==> src/rtl/lc3b_types.sv <==
// Types shared by the LC-3b pipeline control blocks: register specifier and the
// MEM-stage data-memory sequencer states.
package lc3b_types;

    localparam int LC3B_REG_W = 3;

    typedef logic [LC3B_REG_W-1:0] lc3b_reg;

    typedef enum logic [1:0] {
        M_IDLE,
        M_ACC,
        M_IND1,
        M_IND2
    } lc3b_memfsm_t;

endpackage

==> src/rtl/pipe_stall_ctrl_loaduse.sv <==
// Load-use hazard compare: an in-flight load in EX writes a register that the
// ID instruction actually reads, so forwarding cannot supply it in time.
module loaduse_detect
    import lc3b_types::*;
#(
    parameter int REG_W = 3
) (
    input  logic [REG_W-1:0] id_sr1,
    input  logic [REG_W-1:0] id_sr2,
    input  logic             id_sr1_used,
    input  logic             id_sr2_used,
    input  logic [REG_W-1:0] ex_dr,
    input  logic             ex_valid,
    input  logic             ex_is_load,
    input  logic             ex_regwrite,
    output logic             hazard
);

    logic sr1_hit;
    logic sr2_hit;

    assign sr1_hit = id_sr1_used & (id_sr1 == ex_dr);
    assign sr2_hit = id_sr2_used & (id_sr2 == ex_dr);
    assign hazard  = ex_valid & ex_is_load & ex_regwrite & (sr1_hit | sr2_hit);

endmodule

==> src/rtl/pipe_stall_ctrl.sv <==
// Stall/flush controller for the 5-stage LC-3b pipe: load-use bubbles, branch
// flushes, cache-miss freezes, MEM-stage dmem sequencing and a stall counter.
module pipe_stall_ctrl
    import lc3b_types::*;
#(
    parameter int REG_W = 3,
    parameter int CNT_W = 16
) (
    input  logic             clk,
    input  logic             reset,
    input  logic [REG_W-1:0] id_sr1,
    input  logic [REG_W-1:0] id_sr2,
    input  logic             id_sr1_used,
    input  logic             id_sr2_used,
    input  logic [REG_W-1:0] ex_dr,
    input  logic             ex_valid,
    input  logic             ex_is_load,
    input  logic             ex_regwrite,
    input  logic             imem_resp,
    input  logic             mem_rd_req,
    input  logic             mem_wr_req,
    input  logic             mem_indirect,
    input  logic             dmem_resp,
    input  logic             br_taken_mem,
    input  logic             stat_clr,
    output logic             dmem_read,
    output logic             dmem_write,
    output logic             ind_phase,
    output logic             ind_ptr_load,
    output logic             load_pc,
    output logic             load_if_id,
    output logic             load_id_ex,
    output logic             load_ex_mem,
    output logic             load_mem_wb,
    output logic             bubble_id_ex,
    output logic             flush_if_id,
    output logic             flush_id_ex,
    output logic             flush_ex_mem,
    output logic [CNT_W-1:0] stall_count
);

    lc3b_memfsm_t     state_q, state_d;
    logic [CNT_W-1:0] cnt_q, cnt_d;
    logic             mem_req, final_acc, dfreeze, freeze, hazard;
    logic             rd_s, wr_s, ph_s, ptr_s;

    function automatic logic [CNT_W-1:0] sat_inc(input logic [CNT_W-1:0] v);
        return (&v) ? v : v + CNT_W'(1);
    endfunction

    loaduse_detect #(.REG_W(REG_W)) u_loaduse (
        .id_sr1      (id_sr1),
        .id_sr2      (id_sr2),
        .id_sr1_used (id_sr1_used),
        .id_sr2_used (id_sr2_used),
        .ex_dr       (ex_dr),
        .ex_valid    (ex_valid),
        .ex_is_load  (ex_is_load),
        .ex_regwrite (ex_regwrite),
        .hazard      (hazard)
    );

    assign mem_req = mem_rd_req | mem_wr_req;

    // Strobes go out in the detecting M_IDLE cycle; a response there is stale and ignored.
    always_comb begin
        state_d   = state_q;
        rd_s      = 1'b0;
        wr_s      = 1'b0;
        ph_s      = 1'b0;
        ptr_s     = 1'b0;
        final_acc = 1'b0;
        case (state_q)
            M_IDLE: begin
                if (mem_req) begin
                    if (mem_indirect) begin
                        rd_s    = 1'b1;
                        state_d = M_IND1;
                    end else begin
                        rd_s    = mem_rd_req;
                        wr_s    = mem_wr_req;
                        state_d = M_ACC;
                    end
                end
            end
            M_ACC: begin
                rd_s      = mem_rd_req;
                wr_s      = mem_wr_req;
                final_acc = 1'b1;
                if (dmem_resp) state_d = M_IDLE;
            end
            M_IND1: begin
                rd_s = 1'b1;
                if (dmem_resp) begin
                    ptr_s   = 1'b1;
                    state_d = M_IND2;
                end
            end
            M_IND2: begin
                ph_s      = 1'b1;
                rd_s      = mem_rd_req;
                wr_s      = mem_wr_req;
                final_acc = 1'b1;
                if (dmem_resp) state_d = M_IDLE;
            end
            default: state_d = M_IDLE;
        endcase
    end

    assign dfreeze = mem_req & ~(dmem_resp & final_acc);
    assign freeze  = dfreeze | ~imem_resp;

    always_comb begin
        dmem_read    = rd_s & ~reset;
        dmem_write   = wr_s & ~reset;
        ind_phase    = ph_s & ~reset;
        ind_ptr_load = ptr_s & ~reset;
        load_pc      = 1'b0;
        load_if_id   = 1'b0;
        load_id_ex   = 1'b0;
        load_ex_mem  = 1'b0;
        load_mem_wb  = 1'b0;
        bubble_id_ex = 1'b0;
        flush_if_id  = 1'b0;
        flush_id_ex  = 1'b0;
        flush_ex_mem = 1'b0;
        if (!reset && !freeze) begin
            load_id_ex  = 1'b1;
            load_ex_mem = 1'b1;
            load_mem_wb = 1'b1;
            if (br_taken_mem) begin
                load_pc      = 1'b1;
                load_if_id   = 1'b1;
                flush_if_id  = 1'b1;
                flush_id_ex  = 1'b1;
                flush_ex_mem = 1'b1;
            end else if (hazard) begin
                bubble_id_ex = 1'b1;
            end else begin
                load_pc    = 1'b1;
                load_if_id = 1'b1;
            end
        end
    end

    always_comb begin
        cnt_d = cnt_q;
        if (stat_clr)                    cnt_d = '0;
        else if (freeze || bubble_id_ex) cnt_d = sat_inc(cnt_q);
    end

    always_ff @(posedge clk) begin
        if (reset) begin
            state_q <= M_IDLE;
            cnt_q   <= '0;
        end else begin
            state_q <= state_d;
            cnt_q   <= cnt_d;
        end
    end

    assign stall_count = cnt_q;

endmodule

==> config.mk <==
export PLATFORM = sky130hd
export DESIGN_NAME = pipe_stall_ctrl
export DESIGN_NICKNAME = d
export VERILOG_FILES = /design/src/rtl/lc3b_types.sv /design/src/rtl/pipe_stall_ctrl_loaduse.sv /design/src/rtl/pipe_stall_ctrl.sv
export SDC_FILE = /design/constraint.sdc
export NUM_CORES = 1
export LEC_CHECK = 0
export ABC_AREA = 1
export CORE_ASPECT_RATIO = 1.5
export CORE_UTILIZATION = 40
export DETAILED_ROUTE_END_ITERATION = 7
export GPL_ROUTABILITY_DRIVEN = 0
export PLACE_DENSITY = 0.83
export SLEW_MARGIN = 40
export SYNTH_ARGS = -nofsm -noshare
export SYNTH_HDL_FRONTEND = slang
export SYNTH_SLANG_ARGS = --single-unit
==> constraint.sdc <==
create_clock -name clk -period 4.1 [get_ports clk]
set_clock_uncertainty 0.05 [all_clocks]
set_input_delay 0.82 -clock clk [delete_from_list [all_inputs] [get_ports clk]]
set_output_delay 0.82 -clock clk [all_outputs]
set_load 0.005 [all_outputs]
==> flow_results.xml, run 1 <==
<?xml version="1.0" encoding="UTF-8"?>
<metrics>
  <group name="run_status">
    <metric name="run_status" unit="">complete, no violations</metric>
  </group>
  <group name="hold_path">
    <metric name="hold-path-endpoint" unit="">stall_count[14]$_SDFFE_PP0P_</metric>
    <metric name="holdCritStartpoint" unit="">stall_count[14]$_SDFFE_PP0P_</metric>
  </group>
  <group name="layout">
    <metric name="stdcell_count" unit="">298</metric>
    <metric name="comb-cell-share" unit="">0.431</metric>
    <metric name="ff_latch_area" unit="µm²">360</metric>
    <metric name="area.combinational" unit="µm²">823</metric>
    <metric name="layout.non_clock_inverters" unit="">30</metric>
    <metric name="layout.area.top_class" unit="">logic gates</metric>
  </group>
  <group name="synth">
    <metric name="synth_cells" unit="">213</metric>
    <metric name="yosys-top-cells-area" unit="">dfxtp_1, nand2_1, nor2_1</metric>
    <metric name="synth_stat.cells" unit="">213</metric>
    <metric name="post_synth_main_logic_family" unit="">simple AND/OR/NAND/NOR gates</metric>
    <metric name="synthMuxAreaShare" unit="">0</metric>
    <metric name="commonest_cells_in_the_synthesized_netlist" unit="">nand2_1, nor2_1, inv_1</metric>
    <metric name="post_synth_instance_area" unit="µm²">1370</metric>
    <metric name="most_common_cell" unit="">nand2_1</metric>
    <metric name="simple_gate_share" unit="">0.493</metric>
  </group>
  <group name="pwr">
    <metric name="cellPowerDensity" unit="nW/µm²">223</metric>
    <metric name="dominant_power_group" unit="">registers</metric>
    <metric name="power.leakage" unit="µW">0.000830</metric>
    <metric name="irDropWorstVdd" unit="mV">0.138</metric>
    <metric name="seq_power" unit="µW">184</metric>
    <metric name="p_sw_frac" unit="">0.267</metric>
    <metric name="power.share.clock" unit="">0.352</metric>
    <metric name="power.share.combinational" unit="">0.215</metric>
    <metric name="internal_power" unit="µW">312</metric>
    <metric name="power" unit="µW">426</metric>
  </group>
  <group name="timing">
    <metric name="unrepaired_setup_endpoints_after_global_routing" unit="">false</metric>
    <metric name="period_used_share" unit="">0.836</metric>
    <metric name="hold_slack" unit="ns">0.490</metric>
    <metric name="worst-slew-pin-transition" unit="ns">0.620</metric>
    <metric name="timing.final.setup_violations" unit="">0</metric>
    <metric name="min_period" unit="ns">3.43</metric>
    <metric name="slew_viols_final" unit="">0</metric>
  </group>
  <group name="detailed_routing">
    <metric name="length_of_routed_met3_wiring" unit="µm">142</metric>
    <metric name="routed_wirelength" unit="µm">3180</metric>
    <metric name="route.layer.met1.wl" unit="µm">1210</metric>
    <metric name="number_of_nets_with_antenna_violations_after_detailed_routing" unit="">0</metric>
    <metric name="dr.max_layer_used" unit="">met4</metric>
  </group>
  <group name="clock_tree">
    <metric name="cts.repair_timing.setup_buffer_count" unit="">0</metric>
    <metric name="tritoncts.num_buffers" unit="">3</metric>
    <metric name="cts_root_buffer" unit="">clkbuf_8</metric>
    <metric name="cts_max_level" unit="">1</metric>
    <metric name="clockBufferDepth" unit="">2</metric>
  </group>
  <group name="place">
    <metric name="dpl.cell_count" unit="">294</metric>
    <metric name="detailed_place_hpwl" unit="µm">2460</metric>
    <metric name="post_dp_cell_area" unit="µm²">1860</metric>
  </group>
  <group name="floorplan">
    <metric name="die.size.x" unit="µm">49.9</metric>
    <metric name="die_area" unit="µm²">3680</metric>
    <metric name="num_rows" unit="">25</metric>
  </group>
  <group name="worst_setup_path">
    <metric name="crit_slowest_cell" unit="">clkdlybuf4s50_1</metric>
    <metric name="critPathMaxFanout" unit="">5</metric>
    <metric name="dominant_cell_type_by_count_on_the_critical_path" unit="">clkdlybuf4s50_1</metric>
    <metric name="cp.required" unit="ns">3.23</metric>
    <metric name="cp_cell_sequence" unit="">clkdlybuf4s50_1, nor2_1, o21ai_2, nor2_4, a21boi_0, clkdlybuf4s50_1</metric>
  </group>
  <group name="grt">
    <metric name="groute.layer.met1.usage" unit="">0.181</metric>
    <metric name="grtUsageTotal" unit="">0.190</metric>
    <metric name="first_global_vias" unit="">1337</metric>
    <metric name="global_route.overflow_total" unit="">0</metric>
    <metric name="global_route.usage.met2" unit="">0.378</metric>
    <metric name="antenna_violations_before_repair" unit="">0</metric>
  </group>
  <group name="job">
    <metric name="drv.max_cap_violation_count" unit="">0</metric>
    <metric name="warning_count" unit="">26</metric>
  </group>
</metrics>
### Clock routing, run 1

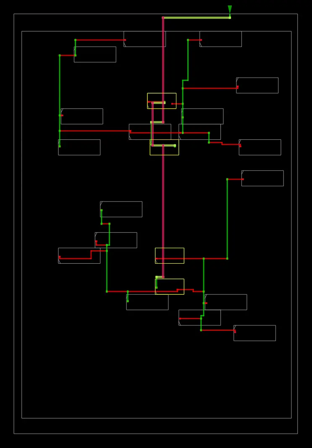
clock latency at the later pin of the worst-skew pair: 0.26 ns
Clk power: 150 µW
CTS sink count: 18
clock buffer count: 4

### Metal 1, run 1

The bar under the picture is 10 µm long.
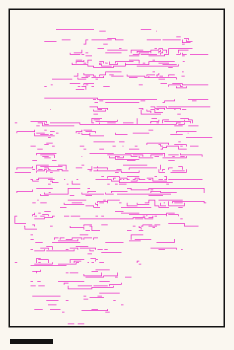
longest straight run: 22.5 µm
wire length on this layer: 1,210 µm
share of all routed wire: 38%
nets with wire on the layer: 244

### Where the registers sit, run 1

The bar under the picture is 10 µm long.
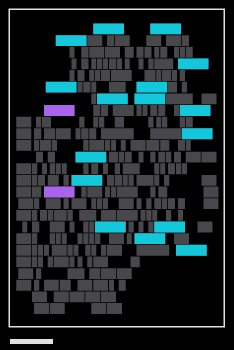
[purple] `state_q` | sequential cells: 2
[cyan] `stall_count` | sequential cells: 16

### Ports around the boundary, run 1

The bar under the picture is 10 µm long. Pins as bars across the die edge, other pins in gray.
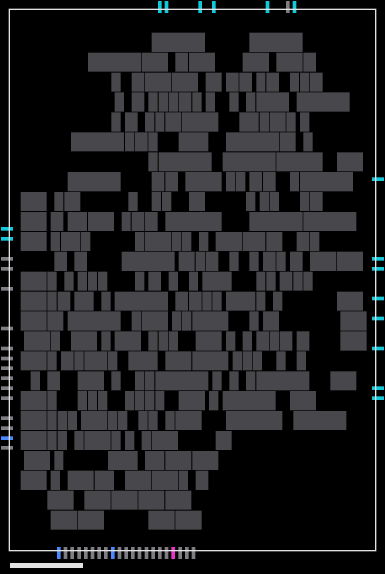

==> run 1 -> run 2 <==
- PLACE_DENSITY: 0.83 -> 0.86
- clock period: 4.1 -> 3.1 ns (I/O delays scaled with it)
### Ports around the boundary, run 2

The bar under the picture is 10 µm long. Pins as bars across the die edge, other pins in gray.
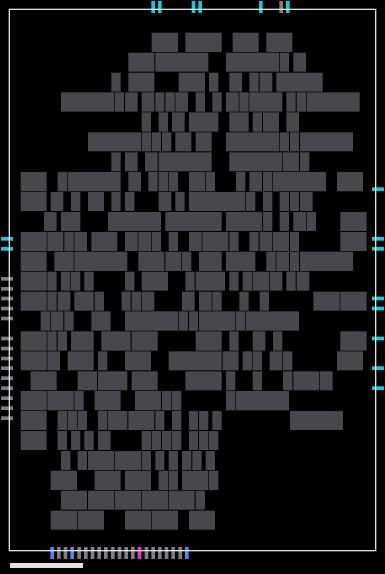
[magenta] `load_pc` | pins: 1 | direction: output | edge: bottom
[blue] `ex_dr` | pins: 3 | direction: input | edge: bottom
[cyan] `stall_count` | pins: 16 | direction: output | edge: 8 right, 6 top, 2 left
all pins by edge: 21 bottom, 16 left, 8 right, 7 top

==> flow_results.xml, run 2 <==
<?xml version="1.0" encoding="UTF-8"?>
<metrics>
  <group name="hold_path">
    <metric name="hp-class" unit="">reg2reg</metric>
    <metric name="hold-path-endpoint" unit="">stall_count[15]$_SDFFE_PP0P_</metric>
    <metric name="holdCritStartpoint" unit="">stall_count[15]$_SDFFE_PP0P_</metric>
  </group>
  <group name="worst_setup_path">
    <metric name="number_of_buffers_and_inverters_on_the_critical_path" unit="">2</metric>
    <metric name="crit_slowest_cell" unit="">clkdlybuf4s50_1</metric>
    <metric name="cp.required" unit="ns">2.43</metric>
    <metric name="cp_cell_sequence" unit="">clkdlybuf4s50_1, nor2_1, o21ai_2, nor2_4, a21boi_1, clkdlybuf4s50_1</metric>
    <metric name="cp.depth" unit="">6</metric>
    <metric name="worst_setup_path_endpoint" unit="">load_if_id</metric>
    <metric name="critPathMaxFanout" unit="">5</metric>
    <metric name="dominant_cell_type_by_count_on_the_critical_path" unit="">clkdlybuf4s50_1</metric>
  </group>
  <group name="synth">
    <metric name="synth.net_count" unit="">237</metric>
    <metric name="synth_seq_share" unit="">0.262</metric>
    <metric name="synthMuxAreaShare" unit="">0</metric>
    <metric name="yosys-top-cells-area" unit="">dfxtp_1, nand2_1, nor2_1</metric>
    <metric name="commonest_cells_in_the_synthesized_netlist" unit="">nand2_1, nor2_1, inv_1</metric>
    <metric name="synth_cells" unit="">213</metric>
    <metric name="simple_gate_share" unit="">0.493</metric>
    <metric name="most_common_cell" unit="">nand2_1</metric>
    <metric name="post_synth_main_logic_family" unit="">simple AND/OR/NAND/NOR gates</metric>
    <metric name="post_synth_instance_area" unit="µm²">1370</metric>
    <metric name="synth_stat.cells" unit="">213</metric>
    <metric name="yosys_warnings" unit="">0</metric>
    <metric name="asyncSetResetFlopFracSynth" unit="">0</metric>
    <metric name="yosys_most_used_dff" unit="">dfxtp_1</metric>
  </group>
  <group name="layout">
    <metric name="final.clkbuf_count" unit="">4</metric>
    <metric name="comb-cell-share" unit="">0.429</metric>
    <metric name="ff_latch_area" unit="µm²">360</metric>
    <metric name="area.combinational" unit="µm²">823</metric>
    <metric name="layout.non_clock_inverters" unit="">30</metric>
    <metric name="stdcell_count" unit="">299</metric>
    <metric name="nonClkBufAreaFrac" unit="">0.270</metric>
    <metric name="layout.area.top_class" unit="">logic gates</metric>
  </group>
  <group name="pwr">
    <metric name="power_switching" unit="µW">149</metric>
    <metric name="internal_power" unit="µW">414</metric>
    <metric name="irDropWorstVdd" unit="mV">0.160</metric>
    <metric name="power.share.combinational" unit="">0.217</metric>
    <metric name="clock_power" unit="µW">197</metric>
    <metric name="seq_power" unit="µW">244</metric>
    <metric name="share_seq_of_total_power" unit="">0.433</metric>
    <metric name="p_sw_frac" unit="">0.265</metric>
    <metric name="power" unit="µW">563</metric>
    <metric name="dominant_power_group" unit="">registers</metric>
    <metric name="power.share.clock" unit="">0.350</metric>
    <metric name="cellPowerDensity" unit="nW/µm²">294</metric>
    <metric name="power.leakage" unit="µW">0.000836</metric>
  </group>
  <group name="clock_tree">
    <metric name="tritoncts.num_buffers" unit="">3</metric>
    <metric name="numClockSinks" unit="">18</metric>
    <metric name="cts_max_level" unit="">1</metric>
    <metric name="cts_root_buffer" unit="">clkbuf_8</metric>
    <metric name="cts.repair_timing.setup_buffer_count" unit="">0</metric>
    <metric name="clock_latency" unit="ns">0.26</metric>
    <metric name="clockBufferDepth" unit="">2</metric>
  </group>
  <group name="grt">
    <metric name="first_global_vias" unit="">1318</metric>
    <metric name="global_route.usage.met2" unit="">0.350</metric>
    <metric name="grtUsageTotal" unit="">0.183</metric>
    <metric name="antenna_violations_before_repair" unit="">0</metric>
    <metric name="global_route.overflow_total" unit="">0</metric>
    <metric name="groute.layer.met1.usage" unit="">0.188</metric>
  </group>
  <group name="timing">
    <metric name="period_used_share" unit="">0.945</metric>
    <metric name="timing.final.setup_violations" unit="">0</metric>
    <metric name="unrepaired_setup_endpoints_after_global_routing" unit="">false</metric>
    <metric name="min_period" unit="ns">2.93</metric>
    <metric name="hold_slack" unit="ns">0.484</metric>
    <metric name="worst-slew-pin-transition" unit="ns">0.662</metric>
    <metric name="slew_viols_final" unit="">0</metric>
  </group>
  <group name="detailed_routing">
    <metric name="wire_per_inst" unit="µm">10.3</metric>
    <metric name="length_of_routed_met3_wiring" unit="µm">112</metric>
    <metric name="route.layer.met1.wl" unit="µm">1270</metric>
    <metric name="routed_wirelength" unit="µm">3080</metric>
    <metric name="drt_iter0_markers" unit="">39</metric>
    <metric name="number_of_nets_with_antenna_violations_after_detailed_routing" unit="">0</metric>
    <metric name="dr.max_layer_used" unit="">met4</metric>
  </group>
  <group name="place">
    <metric name="dpl.cell_count" unit="">295</metric>
    <metric name="post_dp_cell_area" unit="µm²">1860</metric>
    <metric name="detailed_place_hpwl" unit="µm">2400</metric>
    <metric name="pre_cts_slack" unit="ns">0.0941</metric>
  </group>
  <group name="run_status">
    <metric name="run_status" unit="">complete, no violations</metric>
  </group>
  <group name="floorplan">
    <metric name="tapcell.inserted" unit="">40</metric>
    <metric name="die_area" unit="µm²">3680</metric>
    <metric name="die.size.x" unit="µm">49.9</metric>
    <metric name="num_rows" unit="">25</metric>
  </group>
  <group name="job">
    <metric name="warning_count" unit="">26</metric>
    <metric name="drv.max_cap_violation_count" unit="">0</metric>
  </group>
</metrics>
==> run 2 -> run 3 <==
- GPL_TIMING_DRIVEN: not set -> 1
### Ports around the boundary, run 3

The bar under the picture is 10 µm long. Pins as bars across the die edge, other pins in gray.
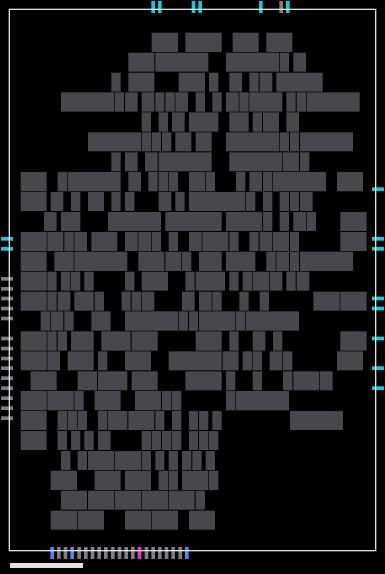
[blue] `ex_dr` | pins: 3 | direction: input | edge: bottom
[magenta] `load_pc` | pins: 1 | direction: output | edge: bottom
[cyan] `stall_count` | pins: 16 | direction: output | edge: 8 right, 6 top, 2 left

==> flow_results.xml, run 3 <==
<?xml version="1.0" encoding="UTF-8"?>
<metrics>
  <group name="timing">
    <metric name="timing.final.setup_violations" unit="">0</metric>
    <metric name="period_used_share" unit="">0.945</metric>
    <metric name="hold_slack" unit="ns">0.484</metric>
    <metric name="unrepaired_setup_endpoints_after_global_routing" unit="">false</metric>
    <metric name="min_period" unit="ns">2.93</metric>
    <metric name="slew_viols_final" unit="">0</metric>
  </group>
  <group name="detailed_routing">
    <metric name="wire_per_inst" unit="µm">10.3</metric>
    <metric name="route.layer.met1.wl" unit="µm">1270</metric>
    <metric name="routed_wirelength" unit="µm">3080</metric>
    <metric name="length_of_routed_met3_wiring" unit="µm">112</metric>
    <metric name="number_of_nets_with_antenna_violations_after_detailed_routing" unit="">0</metric>
  </group>
  <group name="floorplan">
    <metric name="die_area" unit="µm²">3680</metric>
    <metric name="num_rows" unit="">25</metric>
    <metric name="die.size.x" unit="µm">49.9</metric>
    <metric name="tapcell.inserted" unit="">40</metric>
  </group>
  <group name="pwr">
    <metric name="dominant_power_group" unit="">registers</metric>
    <metric name="clock_power" unit="µW">197</metric>
    <metric name="p_sw_frac" unit="">0.265</metric>
    <metric name="irDropWorstVdd" unit="mV">0.160</metric>
    <metric name="internal_power" unit="µW">414</metric>
    <metric name="power" unit="µW">563</metric>
    <metric name="share_seq_of_total_power" unit="">0.433</metric>
    <metric name="power.leakage" unit="µW">0.000836</metric>
    <metric name="cellPowerDensity" unit="nW/µm²">294</metric>
    <metric name="seq_power" unit="µW">244</metric>
  </group>
  <group name="hold_path">
    <metric name="hold-path-endpoint" unit="">stall_count[15]$_SDFFE_PP0P_</metric>
    <metric name="holdCritStartpoint" unit="">stall_count[15]$_SDFFE_PP0P_</metric>
  </group>
  <group name="grt">
    <metric name="groute.layer.met1.usage" unit="">0.188</metric>
    <metric name="global_route.overflow_total" unit="">0</metric>
    <metric name="grtUsageTotal" unit="">0.183</metric>
    <metric name="first_global_vias" unit="">1318</metric>
  </group>
  <group name="synth">
    <metric name="commonest_cells_in_the_synthesized_netlist" unit="">nand2_1, nor2_1, inv_1</metric>
    <metric name="post_synth_main_logic_family" unit="">simple AND/OR/NAND/NOR gates</metric>
    <metric name="yosys-top-cells-area" unit="">dfxtp_1, nand2_1, nor2_1</metric>
    <metric name="yosys_warnings" unit="">0</metric>
    <metric name="most_common_cell" unit="">nand2_1</metric>
    <metric name="synth_seq_share" unit="">0.262</metric>
    <metric name="yosys_most_used_dff" unit="">dfxtp_1</metric>
  </group>
  <group name="clock_tree">
    <metric name="clock_latency" unit="ns">0.26</metric>
    <metric name="numClockSinks" unit="">18</metric>
    <metric name="cts_max_level" unit="">1</metric>
    <metric name="clockBufferDepth" unit="">2</metric>
  </group>
  <group name="place">
    <metric name="pre_cts_slack" unit="ns">0.0941</metric>
    <metric name="detailed_place_hpwl" unit="µm">2400</metric>
    <metric name="dpl.cell_count" unit="">295</metric>
  </group>
  <group name="layout">
    <metric name="layout.non_clock_inverters" unit="">30</metric>
    <metric name="comb-cell-share" unit="">0.429</metric>
    <metric name="layout.area.top_class" unit="">logic gates</metric>
    <metric name="ff_latch_area" unit="µm²">360</metric>
  </group>
  <group name="worst_setup_path">
    <metric name="cp_cell_sequence" unit="">clkdlybuf4s50_1, nor2_1, o21ai_2, nor2_4, a21boi_1, clkdlybuf4s50_1</metric>
    <metric name="worst_setup_path_endpoint" unit="">load_if_id</metric>
  </group>
  <group name="job">
    <metric name="warning_count" unit="">26</metric>
    <metric name="drv.max_cap_violation_count" unit="">0</metric>
  </group>
  <group name="run_status">
    <metric name="run_status" unit="">complete, no violations</metric>
  </group>
</metrics>
Power figures rest on the tool's default switching activity, not on a simulated workload.
